[src/rtl/cdm_pkg.sv]
`default_nettype none
// +--------------------------------------------------------------------+
// | cdm_pkg : shared types, default sizes and reference model for the  |
// |           iterative carry-disregard multiplier                     |
// | Revision: 1.0                                                      |
// +--------------------------------------------------------------------+
package cdm_pkg;

    localparam int c_default_w = 8;
    localparam int c_default_k = 8;

    typedef enum logic [1:0] {
        ST_IDLE = 2'd0,
        ST_RUN  = 2'd1,
        ST_DONE = 2'd2
    } cdm_state_t;

    // Behavioural CDM result for operands up to 32 bits.
    function automatic logic [63:0] cdm_ref(input logic [31:0] a, input logic [31:0] b,
                                            input int w, input int k, input logic approx);
        logic [63:0] mask;
        logic [63:0] row;
        logic [63:0] lo;
        logic [63:0] hi;
        mask = (k == 0) ? 64'd0 : ((64'd1 << k) - 64'd1);
        lo   = '0;
        hi   = '0;
        if (!approx) return {32'd0, a} * {32'd0, b};
        for (int j = 0; j < w; j++) begin
            row = b[j] ? ({32'd0, a} << j) : 64'd0;
            lo  = lo | (row & mask);
            hi  = hi + (row & ~mask);
        end
        return lo | hi;
    endfunction

endpackage
`default_nettype wire

[src/rtl/cdm_row_acc.sv]
`default_nettype none
// +--------------------------------------------------------------------+
// | cdm_row_acc : one partial-product row plus split OR/ADD accumulate |
// |               (optional exact accumulator under CDM_ERRDIST_EN)    |
// | Revision: 1.0                                                      |
// +--------------------------------------------------------------------+
module cdm_row_acc #(
    parameter int W  = 8,
    parameter int K  = 8,
    parameter int JW = 3
) (
    input  logic [W-1:0]   i_a,
    input  logic           i_b_bit,
    input  logic [JW-1:0]  i_j,
    input  logic           i_approx,
    input  logic [2*W-1:0] i_acc,
    output logic [2*W-1:0] o_acc_next
`ifdef CDM_ERRDIST_EN
    ,
    input  logic [2*W-1:0] i_acc_exact,
    output logic [2*W-1:0] o_acc_exact_next
`endif
);

    // Low K columns are OR-merged; high columns are added with no carry-in from below.
    localparam logic [2*W-1:0] c_lo_mask = (K == 0) ? '0 : ({(2*W){1'b1}} >> (2*W-K));

    logic [2*W-1:0] w_row;
    logic [2*W-1:0] w_exact;
    logic [2*W-1:0] w_approx;

    assign w_row    = {{W{1'b0}}, (i_a & {W{i_b_bit}})} << i_j;
    assign w_exact  = i_acc + w_row;
    assign w_approx = ((i_acc | w_row) & c_lo_mask)
                    | ((i_acc & ~c_lo_mask) + (w_row & ~c_lo_mask));

    assign o_acc_next = i_approx ? w_approx : w_exact;

`ifdef CDM_ERRDIST_EN
    assign o_acc_exact_next = i_acc_exact + w_row;
`endif

endmodule
`default_nettype wire

[src/rtl/cdm_iter_mult.sv]
`default_nettype none
// +--------------------------------------------------------------------+
// | cdm_iter_mult : W x W iterative carry-disregard multiplier with    |
// |                 valid/ready handshakes; CDM_ERRDIST_EN adds ERR    |
// | Revision: 1.0                                                      |
// +--------------------------------------------------------------------+
module cdm_iter_mult
    import cdm_pkg::*;
#(
    parameter int W = c_default_w,
    parameter int K = c_default_k
) (
    input  logic           clk,
    input  logic           rst_n,
    input  logic           in_valid,
    output logic           in_ready,
    input  logic [W-1:0]   A,
    input  logic [W-1:0]   B,
    input  logic           approx,
    output logic           out_valid,
    input  logic           out_ready,
    output logic [2*W-1:0] R
`ifdef CDM_ERRDIST_EN
    ,
    output logic [2*W-1:0] ERR
`endif
);

    localparam int             c_jw     = (W > 1) ? $clog2(W) : 1;
    localparam logic [c_jw-1:0] c_j_last = c_jw'(W - 1);

    cdm_state_t     r_state;
    cdm_state_t     w_state_next;
    logic [W-1:0]   r_a;
    logic [W-1:0]   r_b;
    logic           r_approx;
    logic [c_jw-1:0] r_j;
    logic [2*W-1:0] r_acc;
    logic [2*W-1:0] w_acc_next;
`ifdef CDM_ERRDIST_EN
    logic [2*W-1:0] r_acc_exact;
    logic [2*W-1:0] w_acc_exact_next;
`endif

    cdm_row_acc #(.W(W), .K(K), .JW(c_jw)) u_row_acc (
        .i_a              (r_a),
        .i_b_bit          (r_b[r_j]),
        .i_j              (r_j),
        .i_approx         (r_approx),
        .i_acc            (r_acc),
        .o_acc_next       (w_acc_next)
`ifdef CDM_ERRDIST_EN
        ,
        .i_acc_exact      (r_acc_exact),
        .o_acc_exact_next (w_acc_exact_next)
`endif
    );

    always_comb begin
        w_state_next = r_state;
        in_ready     = 1'b0;
        out_valid    = 1'b0;
        case (r_state)
            ST_IDLE: begin
                in_ready = 1'b1;
                if (in_valid) w_state_next = ST_RUN;
            end
            ST_RUN: begin
                if (r_j == c_j_last) w_state_next = ST_DONE;
            end
            ST_DONE: begin
                out_valid = 1'b1;
                if (out_ready) w_state_next = ST_IDLE;
            end
            default: w_state_next = ST_IDLE;
        endcase
    end

    always_ff @(posedge clk) begin
        if (!rst_n) begin
            r_state     <= ST_IDLE;
            r_a         <= '0;
            r_b         <= '0;
            r_approx    <= 1'b0;
            r_j         <= '0;
            r_acc       <= '0;
`ifdef CDM_ERRDIST_EN
            r_acc_exact <= '0;
`endif
        end else begin
            r_state <= w_state_next;
            case (r_state)
                ST_IDLE: begin
                    if (in_valid) begin
                        r_a         <= A;
                        r_b         <= B;
                        r_approx    <= approx;
                        r_j         <= '0;
                        r_acc       <= '0;
`ifdef CDM_ERRDIST_EN
                        r_acc_exact <= '0;
`endif
                    end
                end
                ST_RUN: begin
                    r_acc       <= w_acc_next;
`ifdef CDM_ERRDIST_EN
                    r_acc_exact <= w_acc_exact_next;
`endif
                    r_j         <= r_j + c_jw'(1);
                end
                default: ;
            endcase
        end
    end

    assign R = r_acc;
`ifdef CDM_ERRDIST_EN
    assign ERR = r_acc_exact - r_acc;
`endif

endmodule
`default_nettype wire

[config.mk]
export PLATFORM = sky130hd
export DESIGN_NAME = cdm_iter_mult
export DESIGN_NICKNAME = d
export VERILOG_FILES = /design/src/rtl/cdm_pkg.sv /design/src/rtl/cdm_row_acc.sv /design/src/rtl/cdm_iter_mult.sv
export SDC_FILE = /design/constraint.sdc
export NUM_CORES = 1
export LEC_CHECK = 0
export CAP_MARGIN = 25
export CORE_UTILIZATION = 52
export DETAILED_ROUTE_END_ITERATION = 8
export PLACE_DENSITY = 0.75
export SLEW_MARGIN = 20
export SYNTH_ARGS = -nofsm -noshare
export SYNTH_HDL_FRONTEND = slang
export SYNTH_SLANG_ARGS = --single-unit
[constraint.sdc]
create_clock -name clk -period 3.3 [get_ports clk]
set_input_delay 0.495 -clock clk [delete_from_list [all_inputs] [get_ports clk]]
set_output_delay 0.495 -clock clk [all_outputs]
set_load 0.1 [all_outputs]
==> deck_impl_summary.md, run 1 <==
Synthesis and Place & Route Summary

Detailed routing
  – First-pass DRT Iterations: 5
  – DRT iter0 DRCs: 103
  – Via density: 5.54
  – Final ANT Viol Nets: 0
  – Final wirelength: 6650 um
  – Via count: 2,610
  – DR WL/cell: 14.1 um

Setup path
  – Element type at the critical path start: register
  – WP data arrival: 3220 ps
  – Class of the most critical setup path: reg -> reg
  – Reg2reg setup slack: 250 ps
  – CP max stage delay: 510 ps
  – Crit path cell chain: mux4_2 -> nor2b_4 -> and2_1 -> ha_1 -> fa_1 -> a21oi_2 -> o211ai_2 -> a31o_2 -> a211oi_2 -> xor2_1 -> o21ai_1
  – Worst Path Max Fanout: 5
  – Worst EP required: between 3000 and 4000 ps
  – R2R Path End: R[14]
  – Reg-to-reg startpoint: r_j[0]
  – Crit-path slowest cell: mux4_2
  – Worst path bufs/invs: 0

Min path
  – Hold EP: r_b[5]
  – Hold/Removal Path Class: reg -> reg
  – Worst Min Path Start: r_b[5]

Die
  – Floorplan utilization: 0.554
  – Core area: 0.00527 mm^2
  – Die extent in x: 76.9 um
  – FP Rows: 26
  – Die y size: 76.9 um

Logic synthesis
  – YS chip area: 0.00292 mm^2
  – Mapped Nets: 417
  – Post-synth top flop: dfxtp_1
  – Post-Syn Instances: 368
  – # Cells Yosys: 368
  – Syn_area_per_cell: 7.93 um^2
  – Synth Seq Share: 0.261
  – Post-synth EDFFs: 0
  – Yosys reg bits: 38

Run status
  – Status: complete, no violations

Timing
  – Worst slew margin: 0.349
  – Fin Setup TNS: 0 ps
  – # setup viols final: 0
  – Fin Hold WS: 466 ps
  – Final worst path period need: 3050 ps

Global route
  – Initial antenna violation count: 0
  – Overall routing resource usage: 0.237
  – First-pass GRT wire length: 11,300 um
  – Number of global-route vias before repair: 2,419

Cells and area
  – Final Util: 0.655
  – Final nets: 449
  – Top cells excl fill/tap: nand2_1, dfxtp_1, clkdlybuf4s50_1
  – Top cell excl fill/tap: nand2_1
  – Share of cells above drive strength 1: 0.120

Clock network
  – CTS tree: built
  – Clock Tree Root: clkbuf_8

Placed design
  – PortBufs: 38
  – Placement Cell Area: 0.00332 mm^2
  – GPL Wtd Cong: 0.897

Power and ir drop
  – Leak Pwr: 0.00133 uW
  – Power Density: 323 mW/mm^2

Run
  – Tool Warnings: 34
[run 1: power breakdown]
group | switching (uW) | internal [uW]
sequential | 14.6 | 477
clock | 179 | 225
combinational | 132 | 85.4
total | 326 | 787
[run 1: what timing repair did]
action | 4_1_cts | 5_1_grt
buffers inserted | 0 | 0
gates resized | 0 | 3
endpoints found under the setup margin | 0 | 3
hold buffers | 0 | 0
[run 1: sequential cells by signal (all words and copies together) (netlist names)]
register / flops
R: 16
r_a: 8
r_approx: 1
r_b: 8
r_j: 3
r_state: 2
[run 1: cell type report]
cell class | instances | area [um^2]
Clock buffer | 5 | 68.8
Clock inverter | 3 | 45.0
Fill cell | 464 | 1820
Inverter | 25 | 96.3
Multi-Input combinational cell | 285 | 1970
Sequential cell | 38 | 761
Tap cell | 70 | 87.6
Timing Repair Buffer | 45 | 423
[run 1: tightest hold or removal path, delay by kind of cell (launching register included)]
kind	cells	cell delay, ps
compound gates	1	60
simple gates	1	50
flops	1	320
[run 1: cell families after synthesis]
kind of cell | share of synthesized area
AND-OR/OR-AND | 0.229
buffers and inverters | 0.0690
AND/OR/NAND/NOR | 0.210
XOR/XNOR | 0.0330
flip-flops | 0.261
multiplexers | 0.0724
adder cells (fa/ha/maj) | 0.125
[run 1: worst max path at each step]
stage,startpoint,endpoint,slack (ps),cells past startpoint
final,r_j[0],R[14],250,11
after floorplan,r_j[0],R[14],390,12
after global placement,r_j[0],R[12],330,11
after CTS,r_j[0],R[12],210,11
after global routing,r_j[1],R[11],20,13
after detailed placement,r_j[0],R[12],240,11
[run 1: cells in the mapped netlist (3+ instances only)]
library cell / n / area (um^2)
and3_1: 3 / 18.8
o211ai_1: 5 / 37.5
and2_1: 6 / 37.5
a21oi_1: 15 / 75.1
a211oi_2: 3 / 37.5
clkbuf_1: 6 / 22.5
nand2_1: 70 / 263
a21boi_0: 24 / 180
inv_1: 22 / 82.6
a21o_1: 3 / 22.5
o21ai_1: 8 / 40.0
o21bai_1: 3 / 22.5
ha_1: 26 / 325
nor3_1: 3 / 15.0
o21ai_0: 14 / 70.1
mux2i_1: 11 / 110
buf_2: 7 / 35.0
nand3_1: 15 / 75.1
xnor2_1: 9 / 78.8
nor2_1: 16 / 60.1
mux2_2: 5 / 56.3
a21oi_2: 3 / 26.3
dfxtp_1: 38 / 761
nor2b_1: 7 / 43.8
[run 1: metrics by stage]
stage,std cells,power [uW],setup WS [ps]
6_report,471,1110,253
5_1_grt,471,1160,20.1
4_1_cts,471,1120,213
3_5_place_dp,463,718,240
3_3_place_gp,463,713,333
2_1_floorplan,368,654,394
[run 1: routing by layer]
metal	vias to the layer above	wire length, um	track usage
li1	1321	-	-
met1	1193	3110	0.312
met2	86	3080	0.387
met3	10	383	0.0440
met4	0	80	0.0769
met5	-	0	0
### Clock network drawn from the DEF, run 1

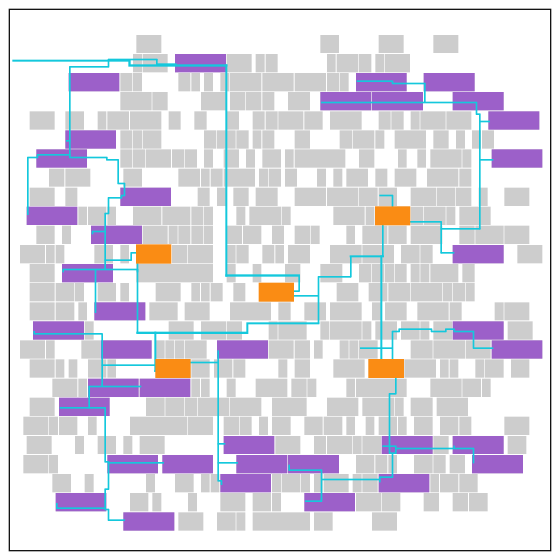
legend:
  cyan:
    item: clock wires
    length: 547 um
  purple:
    item: flip-flops
    count: 38
  orange:
    item: clock drivers
    count: 5
routed clock nets: 6
flops lie: widely spread
P_clk: 404 uW
clock share of power: 0.363

### Sequential cells grouped by signal name, run 1

The bar under the picture is 20 um long. Other sequential cells in the stronger gray, the rest of the logic in the fainter gray.
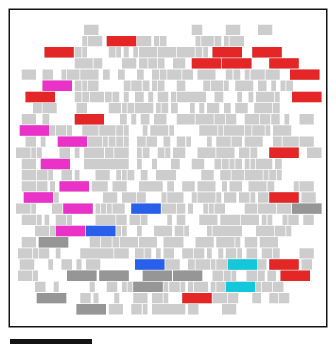
legend:
  cyan:
    signal: `r_state`
    placed_flops: 2
  blue:
    signal: `r_j`
    placed_flops: 3
  magenta:
    signal: `r_a`
    placed_flops: 8
    where: middle left
  red:
    signal: `R`
    placed_flops: 16
    where: widely spread
fraction of area in registers: 0.221
Seq power: 491 uW
sequential cell area: 761 um^2

### Cell sizes after repair, run 1

The bar under the picture is 20 um long.
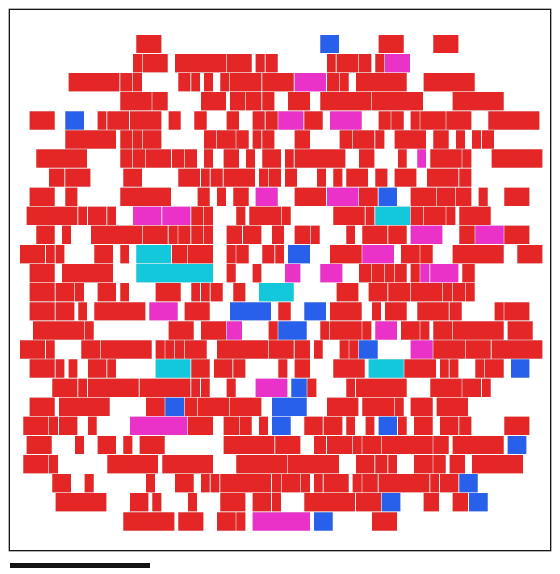
legend:
  blue:
    size: _3 and _4 cells
    cells: 19
  red:
    size: _0 and _1 cells
    cells: 353
  magenta:
    size: _2 cells
    cells: 23
  cyan:
    size: _6 and larger
    cells: 6
area growth from synthesis to layout: 18.2%
final instance area: 0.00345 mm^2
Final WS setup: 253 ps
non-clock buffer count: 45

### Clock routing, run 1

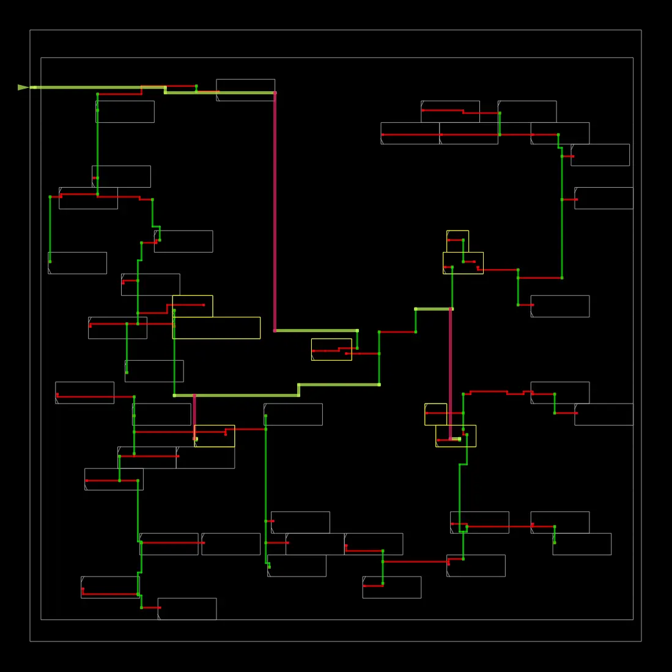
skew final: 4.12 ps
Sink Count: 38
Clock Latency Late Sink: 300 ps
flip-flops: 38

### Cells colored by class, run 1

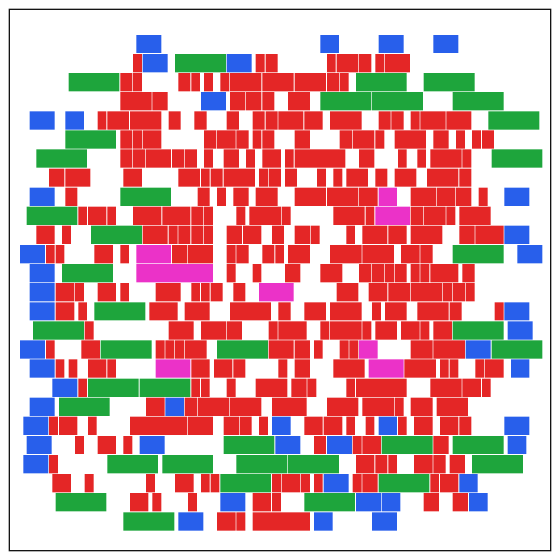

--- run 2 (diff from run 1) ---
Settings changed: CELL_PAD_IN_SITES_DETAIL_PLACEMENT set to 1, CELL_PAD_IN_SITES_GLOBAL_PLACEMENT set to 2, CORE_UTILIZATION 52 to 33, PLACE_DENSITY 0.75 to 0.8.
### Cells colored by class, run 2

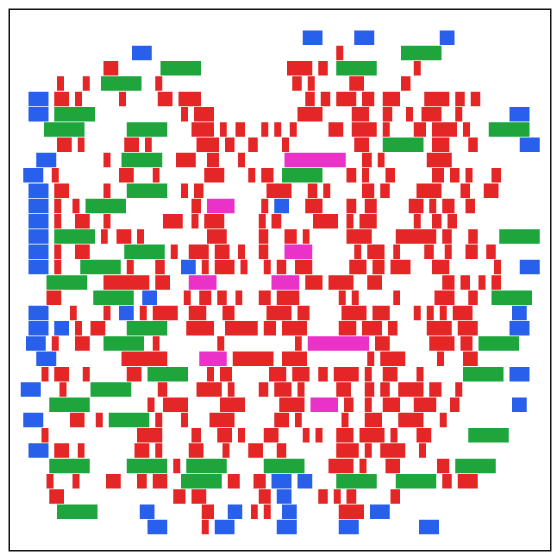
legend:
  red:
    class: combinational and other logic
    cells: 310
    share_of_their_area: 61%
  green:
    class: flops
    cells: 38
    share_of_their_area: 22%
  blue:
    class: other buffers and delay cells
    cells: 45
    share_of_their_area: 12%
  magenta:
    class: clock drivers and dummy loads
    cells: 8
    share_of_their_area: 4.2%

==> run 2 against run 1 <==
  * Setup slack got worse by 68 ps
  * Power increased by 9.8%
  * Via count decreased by 1.3%
  * Count of clock-buffer cells in the layout increased by 1
  * Synthesized cell count unchanged
  * Maximum frequency decreased by 2.2%
  * Die area increased by 56%
  * Clock power increased by 26%
  * Area after synthesis unchanged
  * Final area increased by 1.9%
  * Flip-flop count unchanged
  * Register-to-register slack got worse by 70 ps
==> deck_impl_summary.md, run 2 <==
Synthesis and Place & Route Summary

Logic synthesis
  – Complex Gates by Area: 0.229 (unchanged)
  – Count leader, synth: nand2_1
  – Mux frac, synth: 0.0724 (unchanged)
  – Biggest area cells: dfxtp_1, ha_1, nand2_1
  – Post-synth top flop: dfxtp_1
  – XOR Share, Synth: 0.0330 (unchanged)
  – Mapped Nets: 417 (unchanged)
  – Syn_area_per_cell: 7.93 um^2 (unchanged)
  – YS chip area: 0.00292 mm^2 (unchanged)
  – Synth top cells by count: nand2_1, dfxtp_1, ha_1
  – Top non-seq family: AND-OR/OR-AND gates
  – Synth Seq Share: 0.261 (unchanged)
  – Cell taking the most area after synthesis: dfxtp_1
  – Adder share: 0.125 (unchanged)
  – Yosys reg bits: 38 (unchanged)
  – Post-synth EDFFs: 0 (unchanged)
  – Post-Syn Instances: 368 (unchanged)

Global route
  – Initial antenna violation count: 0 (unchanged)
  – Number of global-route vias before repair: 2,580 (+6.7%)
  – Overall routing resource usage: 0.188 (-0.0491)
  – First-pass GRT wire length: 13,100 um (+16%)

Clock network
  – Sink Count: 38 (unchanged)
  – CTS tree: built
  – Clock Tree Root: clkbuf_8
  – Clock Latency Late Sink: 300 ps (about the same)

Setup path
  – CP max stage delay: 530 ps (+20 ps)
  – Worst Path Max Fanout: 5 (unchanged)
  – WP data arrival: 3290 ps (+70 ps)
  – Class of the most critical setup path: reg -> reg
  – Crit path cell chain: mux4_2 -> nor2b_4 -> and2_1 -> ha_1 -> fa_1 -> a21oi_2 -> o211ai_2 -> a31oi_1 -> o21ai_1 -> mux2i_1 -> o211ai_1
  – Reg2reg setup slack: 180 ps (-70 ps)
  – Element type at the critical path start: register

Cells and area
  – Non-filler instance count after layout: 506 (+7.4%)
  – Sequential cell area: 761 um^2 (unchanged)
  – Final instance area: 0.00352 mm^2 (+1.9%)
  – Max reg flops: 16 (unchanged)
  – Area growth from synthesis to layout: 20.4%
  – MI comb area: 0.00197 mm^2 (about the same)
  – Top cell excl fill/tap: nand2_1
  – Fillers: 1,031 (+120%)
  – Share of cells above drive strength 1: 0.125 (+0.00499)

Placed design
  – PortBufs: 38 (unchanged)
  – Placement Cell Area: 0.00336 mm^2 (+1.2%)

Die
  – FP Rows: 33 (+27%)
  – Die extent in x: 96.1 um (+25%)
  – Die y size: 96.1 um (+25%)
  – Core area: 0.00838 mm^2 (+59%)

Detailed routing
  – Via density: 5.09 (-8.2%)
  – DR WL/cell: 15.4 um (+9.3%)
  – Via count: 2,575 (-1.3%)
  – Final ANT Viol Nets: 0 (unchanged)
  – Final wirelength: 7810 um (+17%)

Power and ir drop
  – P_sw: 337 uW (+3.4%)
  – Leak Pwr: 0.00135 uW (+1.8%)
  – Clock share of power: 0.416 (+0.053)
  – Power Internal: 885 uW (+12%)
  – Switching share of total power: 0.276 (-0.0170)
  – Sequential share of power: 0.404 (-0.037)

Timing
  – Final worst path period need: 3120 ps (+68.5 ps)
  – Fin Hold WS: 469 ps (+3.26 ps)
  – Fin Setup TNS: 0 ps (unchanged)

Run status
  – Status: complete, no violations

Min path
  – Hold/Removal Path Class: reg -> reg
### Clock network drawn from the DEF, run 2

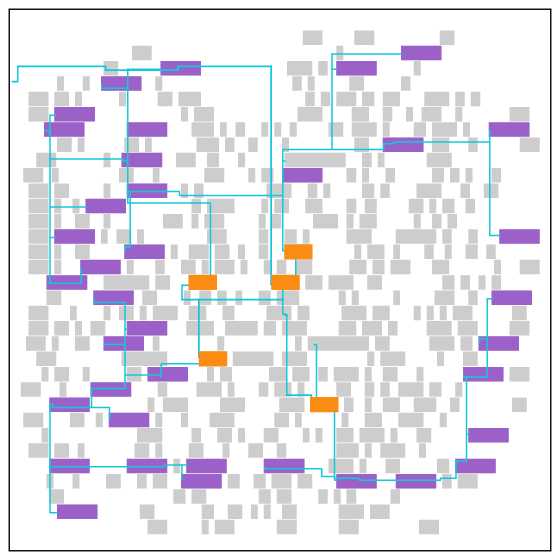
legend:
  cyan:
    item: clock wires
    length: 661 um
  purple:
    item: flip-flops
    count: 38
  orange:
    item: clock drivers
    count: 5
flops lie: widely spread
routed clock nets: 6

==> run 2: cell counts after synthesis <==
No cell type changed its count.
==> run 2: per-stage QoR <==
| stage | setup slack, ps | total power [uW] | util |
|---|---|---|---|
| 6_report | 185 | 1220 | 0.419 |
| 5_1_grt | -13.9 | 1280 | 0.419 |
| 4_1_cts | 120 | 1240 | 0.418 |
| 3_5_place_dp | 138 | 726 | 0.401 |
| 3_3_place_gp | 235 | 723 | 0.401 |
| 2_1_floorplan | 394 | 654 | - |
==> run 2: final cells by class <==
cell class | instances | area share
Multi-Input combinational cell | 285 | 0.559
Tap cell | 105 | 0.0374
Inverter | 25 | 0.0274
Clock buffer | 6 | 0.0235
Clock inverter | 2 | 0.0171
Timing Repair Buffer | 45 | 0.119
Sequential cell | 38 | 0.216
==> run 2: cell families (layout without fill, tap and decap cells) <==
logic type,count (synthesis),count (layout)
flip-flops,38,38
AND/OR/NAND/NOR,133,133
XOR/XNOR,11,11
multiplexers,18,18
AND-OR/OR-AND,95,95
adder cells (fa/ha/maj),28,28
buffers and inverters,45,78
==> run 2: timing repair <==
| action | 4_1_cts | 5_1_grt |
|---|---|---|
| hold buffers | 0 | 0 |
| gates resized | 0 | 4 |
| setup endpoints to repair | 0 | 5 |
==> run 2: worst paths after layout <==
check	from	end
worst max-delay path	r_j[0]	R[12]
worst min-delay path	r_b[6]	r_b[6]
worst max register to register	r_j[0]	R[12]
worst min register to register	r_b[6]	r_b[6]
==> run 2: critical path, delay by kind of cell (launching register included) <==
kind,cells,cell delay (ps)
flops,1,420
mux,2,700
fa+ha+maj,2,640
compound gates,5,890
simple gates,2,370
==> run 2: power groups by stage <==
stage	Combinational (uW)	Sequential [uW]	Clock, uW
after floorplan	130	524	0
after global placement	219	504	0
after detailed placement	222	505	0
after CTS	222	494	528
after global routing	242	497	545
final	220	493	508
==> run 2: per-layer routing <==
metal,share of wire,vias up,global-route usage
met5,0,-,0
met2,0.46,33,0.319
met1,0.51,1218,0.250
li1,-,1316,-
met4,0.014,0,0.0522
met3,0.018,8,0.0213
Power and IR drop assume default switching activity.
